detail.png
Window x 0 to 40, y 20 to 60 um. Cells in gray, sequential cells in the stronger gray; small squares are vias.
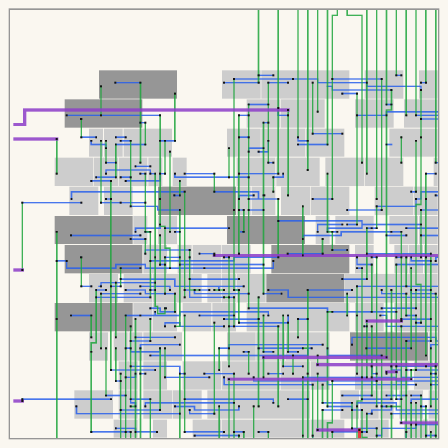
flops_by_reg.png
The bar under the picture is 20 um long.
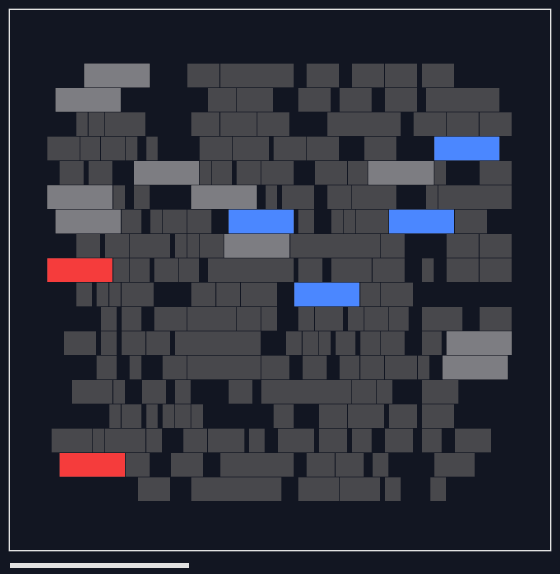
==> src/rtl/fifo_pop_arbiter_pkg.sv <==
// fifo_arb_pkg: shared definitions for the FIFO pop arbiter slice.
//   arb_state_t : arbiter FSM state encoding
//   clog2()     : index width helper (never returns less than 1)
package fifo_arb_pkg;

   typedef enum logic [1:0] {
      IDLE  = 2'd0,
      BURST = 2'd1,
      STALL = 2'd2
   } arb_state_t;

   function automatic int unsigned clog2(input int unsigned n);
      int unsigned r;
      r = 0;
      for (int unsigned v = n - 1; v > 0; v = v >> 1) r++;
      return (r == 0) ? 1 : r;
   endfunction

endpackage

==> src/rtl/fifo_pop_arbiter_if.sv <==
// fifo_pop_arbiter_if: bundle between the FIFO bank / downstream link and the arbiter.
//   enable, fifo_count, fifo_data, out_almost_full : towards the arbiter
//   rd_en, data_out, valid_out, grant_idx, busy    : from the arbiter
// slave modport = arbiter side, master modport = environment side.
interface fifo_pop_arbiter_if
   import fifo_arb_pkg::*;
#(
   parameter int unsigned NUM_FIFOS  = 4,
   parameter int unsigned DATA_WIDTH = 4,
   parameter int unsigned CNT_WIDTH  = 4
);
   localparam int unsigned IW = clog2(NUM_FIFOS);

   logic                              enable;
   logic [NUM_FIFOS*CNT_WIDTH-1:0]    fifo_count;
   logic [NUM_FIFOS*DATA_WIDTH-1:0]   fifo_data;
   logic                              out_almost_full;
   logic [NUM_FIFOS-1:0]              rd_en;
   logic [DATA_WIDTH-1:0]             data_out;
   logic                              valid_out;
   logic [IW-1:0]                     grant_idx;
   logic                              busy;

   modport slave (
      input  enable, fifo_count, fifo_data, out_almost_full,
      output rd_en, data_out, valid_out, grant_idx, busy
   );

   modport master (
      output enable, fifo_count, fifo_data, out_almost_full,
      input  rd_en, data_out, valid_out, grant_idx, busy
   );

endinterface

==> src/rtl/fifo_pop_arbiter_rr_pick.sv <==
// fifo_rr_pick: combinational rotate-priority encoder.
//   eligible : request vector
//   start    : index scanned first; scan continues start+1, ... modulo N
//   found    : some request is set
//   idx      : first set index in scan order (0 when none)
module fifo_rr_pick
   import fifo_arb_pkg::*;
#(
   parameter int unsigned N = 4
) (
   input  logic [N-1:0]          eligible,
   input  logic [clog2(N)-1:0]   start,
   output logic                  found,
   output logic [clog2(N)-1:0]   idx
);
   localparam int unsigned IW = clog2(N);

   always_comb begin
      int unsigned j;
      found = 1'b0;
      idx   = '0;
      j     = 0;
      for (int unsigned off = 0; off < N; off++) begin
         j = (32'(start) + off) % N;
         if (!found && eligible[j]) begin
            found = 1'b1;
            idx   = IW'(j);
         end
      end
   end

endmodule

==> src/rtl/fifo_pop_arbiter.sv <==
// fifo_pop_arbiter: round-robin pop scheduler sharing one downstream port
// between NUM_FIFOS source FIFOs, with bursts of up to MAX_BURST pops per
// grant, stall on downstream almost-full and a 2-cycle registered read path.
//   clk  : rising-edge clock
//   rst  : synchronous active-high reset
//   bus  : fifo_pop_arbiter_if.slave (enable, counts, data, almost-full in;
//          rd_en, data_out, valid_out, grant_idx, busy out)
module fifo_pop_arbiter
   import fifo_arb_pkg::*;
#(
   parameter int unsigned NUM_FIFOS  = 4,
   parameter int unsigned DATA_WIDTH = 4,
   parameter int unsigned CNT_WIDTH  = 4,
   parameter int unsigned MAX_BURST  = 4
) (
   input  logic                clk,
   input  logic                rst,
   fifo_pop_arbiter_if.slave   bus
);
   localparam int unsigned IW = clog2(NUM_FIFOS);

   arb_state_t               state, state_n;
   logic [IW-1:0]            ptr, ptr_n, cur, cur_n, cur_inc;
   logic [IW-1:0]            pick0_idx, pick1_idx, pop_idx, idx_d1;
   logic [CNT_WIDTH-1:0]     burst_cnt, burst_n;
   logic [NUM_FIFOS-1:0]     eligible;
   logic                     pick0_found, pick1_found;
   logic                     pop, pop_ok, pop_d1;

   always_comb begin
      eligible = '0;
      for (int unsigned i = 0; i < NUM_FIFOS; i++)
         eligible[i] = (bus.fifo_count[i*CNT_WIDTH +: CNT_WIDTH] != '0);
   end

   assign cur_inc = (cur == IW'(NUM_FIFOS - 1)) ? '0 : cur + 1'b1;
   assign pop_ok  = bus.enable & ~bus.out_almost_full & ~rst;

   fifo_rr_pick #(.N(NUM_FIFOS)) u_pick_ptr (
      .eligible (eligible),
      .start    (ptr),
      .found    (pick0_found),
      .idx      (pick0_idx)
   );

   fifo_rr_pick #(.N(NUM_FIFOS)) u_pick_next (
      .eligible (eligible),
      .start    (cur_inc),
      .found    (pick1_found),
      .idx      (pick1_idx)
   );

   always_comb begin
      state_n = state;
      ptr_n   = ptr;
      cur_n   = cur;
      burst_n = burst_cnt;
      pop     = 1'b0;
      pop_idx = cur;
      case (state)
         IDLE: begin
            if (pop_ok && pick0_found) begin
               pop     = 1'b1;
               pop_idx = pick0_idx;
               cur_n   = pick0_idx;
               burst_n = CNT_WIDTH'(1);
               state_n = BURST;
            end
         end
         BURST, STALL: begin
            // BURST and STALL share the grant-continuation logic; only the
            // priority of almost-full versus disable differs between them.
            if (state == BURST && bus.out_almost_full) begin
               state_n = STALL;
            end else if (!bus.enable) begin
               ptr_n   = cur_inc;
               state_n = IDLE;
            end else if (bus.out_almost_full) begin
               state_n = STALL;
            end else if (eligible[cur] && (burst_cnt < CNT_WIDTH'(MAX_BURST))) begin
               pop     = 1'b1;
               burst_n = burst_cnt + 1'b1;
               state_n = BURST;
            end else if (pick1_found) begin
               pop     = 1'b1;
               pop_idx = pick1_idx;
               cur_n   = pick1_idx;
               burst_n = CNT_WIDTH'(1);
               state_n = BURST;
            end else begin
               ptr_n   = cur_inc;
               state_n = IDLE;
            end
         end
         default: state_n = IDLE;
      endcase
   end

   always_comb begin
      bus.rd_en = '0;
      if (pop && pop_ok) bus.rd_en[pop_idx] = 1'b1;
   end

   always_ff @(posedge clk) begin
      if (rst) begin
         state         <= IDLE;
         ptr           <= '0;
         cur           <= '0;
         burst_cnt     <= '0;
         pop_d1        <= 1'b0;
         idx_d1        <= '0;
         bus.valid_out <= 1'b0;
         bus.data_out  <= '0;
      end else begin
         state         <= state_n;
         ptr           <= ptr_n;
         cur           <= cur_n;
         burst_cnt     <= burst_n;
         pop_d1        <= pop & pop_ok;
         idx_d1        <= pop_idx;
         bus.valid_out <= pop_d1;
         if (pop_d1)
            bus.data_out <= bus.fifo_data[idx_d1*DATA_WIDTH +: DATA_WIDTH];
      end
   end

   assign bus.grant_idx = cur;
   assign bus.busy      = (state != IDLE);

endmodule

==> src/flat_wrapper.sv <==
// flat-port wrapper written by rule: the top's interface ports become plain ports
module fifo_pop_arbiter_flat import fifo_arb_pkg::*;
#(
   parameter int unsigned NUM_FIFOS  = 4,
   parameter int unsigned DATA_WIDTH = 4,
   parameter int unsigned CNT_WIDTH  = 4,
   parameter int unsigned MAX_BURST  = 4
)
  (clk, rst, bus_enable, bus_fifo_count, bus_fifo_data, bus_out_almost_full, bus_rd_en, bus_data_out, bus_valid_out, bus_grant_idx, bus_busy);
  fifo_pop_arbiter_if #(.NUM_FIFOS(NUM_FIFOS), .DATA_WIDTH(DATA_WIDTH), .CNT_WIDTH(CNT_WIDTH)) bus_i ();
  input  logic clk;
  input  logic rst;
  input wire logic [$bits(bus_i.enable)-1:0] bus_enable;
  input wire logic [$bits(bus_i.fifo_count)-1:0] bus_fifo_count;
  input wire logic [$bits(bus_i.fifo_data)-1:0] bus_fifo_data;
  input wire logic [$bits(bus_i.out_almost_full)-1:0] bus_out_almost_full;
  output wire logic [$bits(bus_i.rd_en)-1:0] bus_rd_en;
  output wire logic [$bits(bus_i.data_out)-1:0] bus_data_out;
  output wire logic [$bits(bus_i.valid_out)-1:0] bus_valid_out;
  output wire logic [$bits(bus_i.grant_idx)-1:0] bus_grant_idx;
  output wire logic [$bits(bus_i.busy)-1:0] bus_busy;
  assign bus_i.enable = bus_enable;
  assign bus_i.fifo_count = bus_fifo_count;
  assign bus_i.fifo_data = bus_fifo_data;
  assign bus_i.out_almost_full = bus_out_almost_full;
  assign bus_rd_en = bus_i.rd_en;
  assign bus_data_out = bus_i.data_out;
  assign bus_valid_out = bus_i.valid_out;
  assign bus_grant_idx = bus_i.grant_idx;
  assign bus_busy = bus_i.busy;
  fifo_pop_arbiter #(.NUM_FIFOS(NUM_FIFOS), .DATA_WIDTH(DATA_WIDTH), .CNT_WIDTH(CNT_WIDTH), .MAX_BURST(MAX_BURST)) u_core (.clk(clk), .rst(rst), .bus(bus_i));
endmodule
==> config.mk <==
export PLATFORM = sky130hd
export DESIGN_NAME = fifo_pop_arbiter_flat
export DESIGN_NICKNAME = d
export VERILOG_FILES = /design/src/rtl/fifo_pop_arbiter_pkg.sv /design/src/rtl/fifo_pop_arbiter_if.sv /design/src/rtl/fifo_pop_arbiter_rr_pick.sv /design/src/rtl/fifo_pop_arbiter.sv /design/src/flat_wrapper.sv
export SDC_FILE = /design/constraint.sdc
export NUM_CORES = 1
export LEC_CHECK = 0
export CORE_MARGIN = 4
export CORE_UTILIZATION = 43
export DETAILED_ROUTE_END_ITERATION = 8
export GPL_ROUTABILITY_DRIVEN = 0
export PLACE_DENSITY_LB_ADDON = 0.08
export REMOVE_ABC_BUFFERS = 1
export SYNTH_ARGS = -nofsm -noshare
export SYNTH_HDL_FRONTEND = slang
export SYNTH_SLANG_ARGS = --single-unit
==> constraint.sdc <==
create_clock -name clk -period 3.95 [get_ports clk]
set_input_delay 0.79 -clock clk [delete_from_list [all_inputs] [get_ports clk]]
set_output_delay 0.79 -clock clk [all_outputs]
set_load 0.03 [all_outputs]
==> results.json <==
{
  "wl_per_cell_um": 15.9,
  "worst_path_dominant_cell_family": "buffers and inverters",
  "path_buffers": 4,
  "first_global_vias": 1287,
  "holdPathStages": 1,
  "ys_sh_simple_pct": 23.9,
  "pin_count": 48,
  "worst_pin_slew_ns": 0.526,
  "fill_cells": 202,
  "grt_first_pass_wirelength_mm": 5.71,
  "htreeDepth": 1,
  "final_layout_size_suffix_gt1_share_pct": 28.0,
  "netlist_top_cells_area": "dfxtp_1, mux2i_1, mux4_2, nor2_1, ha_1",
  "ys_cells": 126,
  "synthArstFlopShare_pct": 0,
  "yosysChipArea_sq_um": 1180,
  "detail_route.first_pass.iterations": 4,
  "total_cts_buffers": 3,
  "place_area_sq_um": 1730,
  "synthMuxAreaShare_pct": 15.3,
  "critPathCaptureType": "output port",
  "unrepaired_setup_endpoints_after_global_routing": "false",
  "critical_path.startpoint": "bus_fifo_count[8]",
  "switching_share_pct": 27.4,
  "min_delay_worst_endpoint": "u_core.burst_cnt[0]",
  "total_switching_power_uw": 106,
  "outcome": "finished, final reports clean",
  "synth_adder_area_share_pct": 5.31,
  "ctsRootBufferMaster": "clkbuf_4",
  "fp-utilization_pct": 46.3,
  "crit_path_cell_trace": "dlygate4sd2_1 > or4_4 > buf_4 > mux2i_4 > o221ai_4 > a21o_1 > a221oi_2 > buf_4 > and3b_1 > buf_6",
  "aoi_share_pct": 22.6,
  "area.growth.synth_to_final_pct": 57.6,
  "worstHoldPathType": "reg -> reg",
  "r2r-end": "u_core.bus.grant_idx[0]",
  "dieWidth_um": 60.4,
  "drt_iter0_markers": 44
}
-- detail.png (at the start) --
color	layer
blue	metal 1
red	metal 4
green	metal 2
purple	metal 3
netlist names of flops here include	u_core.burst_cnt (4), u_core.bus.data_out (2), u_core.bus.grant_idx (2)
cells with their middle in the window	99
most frequent	nor2_1 (12), clkdlybuf4s50_1 (12), buf_4 (11)
sequential cells in the window	10

-- flops_by_reg.png (at the start) --
color	name in the netlist	sequential cells
red	u_core.state	2
blue	u_core.bus.data_out	4
not colored	10

[cell families (layout without fill, tap and decap cells)]
logic type,count (synthesis),in the layout
and+or+nand+nor,50,50
AOI/OAI and AO/OA,32,32
DFF,16,16
muxes,13,13
buffers and inverters,10,70
adders and majority gates,5,5
[stage by stage]
step	setup WS (ns)	utilization (%)	power [mW]
global placement	-0.294	67.8	0.273
global route	0.0102	73.0	0.406
detailed placement	-0.284	67.8	0.275
CTS	0.00600	73.5	0.387
finish	0.107	73.0	0.385
floorplan	-0.194	-	0.215
[layout by cell type (no fill, tap or decap), drive strengths merged, types with 3 or more instances in the layout]
| cell type | instances |
|---|---|
| dlymetal6s2s | 4 |
| nor2b | 4 |
| dlygate4sd2 | 6 |
| mux2i | 9 |
| o21ai | 4 |
| a21oi | 9 |
| o22ai | 3 |
| ha | 5 |
| or4 | 4 |
| clkdlybuf4s50 | 27 |
| inv | 3 |
| mux4 | 4 |
| dfxtp | 16 |
| nor4 | 5 |
| clkbuf | 9 |
| buf | 20 |
| nor2 | 20 |
[power groups by stage]
stage          Sequential, mW  Combinational, mW  Clock [mW]
2_1_floorplan           0.177             0.0380           0
3_3_place_gp            0.173             0.0995           0
3_5_place_dp            0.174              0.101           0
4_1_cts                 0.170              0.104       0.113
5_1_grt                 0.171              0.111       0.124
6_report                0.170              0.104       0.112
[cells in the mapped netlist (all sizes together) (2+ instances only)]
cell     count
a2111oi      2
a21o         2
a21oi        9
and3         2
and3b        2
buf          2
clkbuf       5
dfxtp       16
ha           5
inv          3
mux2i        9
mux4         4
nand2        2
nor2        20
nor2b        4
nor3         2
nor4         5
o21ai        4
o221ai       2
o22ai        3
or4          4
[how the worst max path moves through the flow]
stage,end,cells past startpoint
after floorplan,bus_rd_en[3],6
after global placement,bus_rd_en[2],9
after detailed placement,bus_rd_en[3],8
after CTS,bus_rd_en[2],9
after global routing,bus_rd_en[0],8
final,bus_rd_en[1],10
[layout make-up]
type                    instances  area [sq um]  area share [%]
clock buffers                   4          36.3            1.95
inverters                       3          11.3           0.606
multi-input cells             100           883            47.5
flip-flops and latches         16           320            17.2
well taps                      30          37.5            2.02
repair buffers                 63           569            30.6
[routing by layer]
metal	wire [um]	GRT usage, %
met2	1850	37.0
met5	0	0
met3	170	4.89
met4	38	5.38
met1	1370	24.7
[state kept, by name, summed over array words and instances, names as in the netlist]
register / cells
u_core.burst_cnt: 4
u_core.bus.data_out: 4
u_core.bus.grant_idx: 2
u_core.bus.valid_out: 1
u_core.pop_d1: 1
u_core.ptr: 2
u_core.state: 2
[what timing repair did]
| item | CTS | global route |
|---|---|---|
| resized | 29 | 15 |
| buffers inserted | 2 | 1 |
| pin swaps | 13 | 11 |
| endpoints found under the setup margin | 4 | 4 |
Power figures rest on the tool's default switching activity, not on a simulated workload.
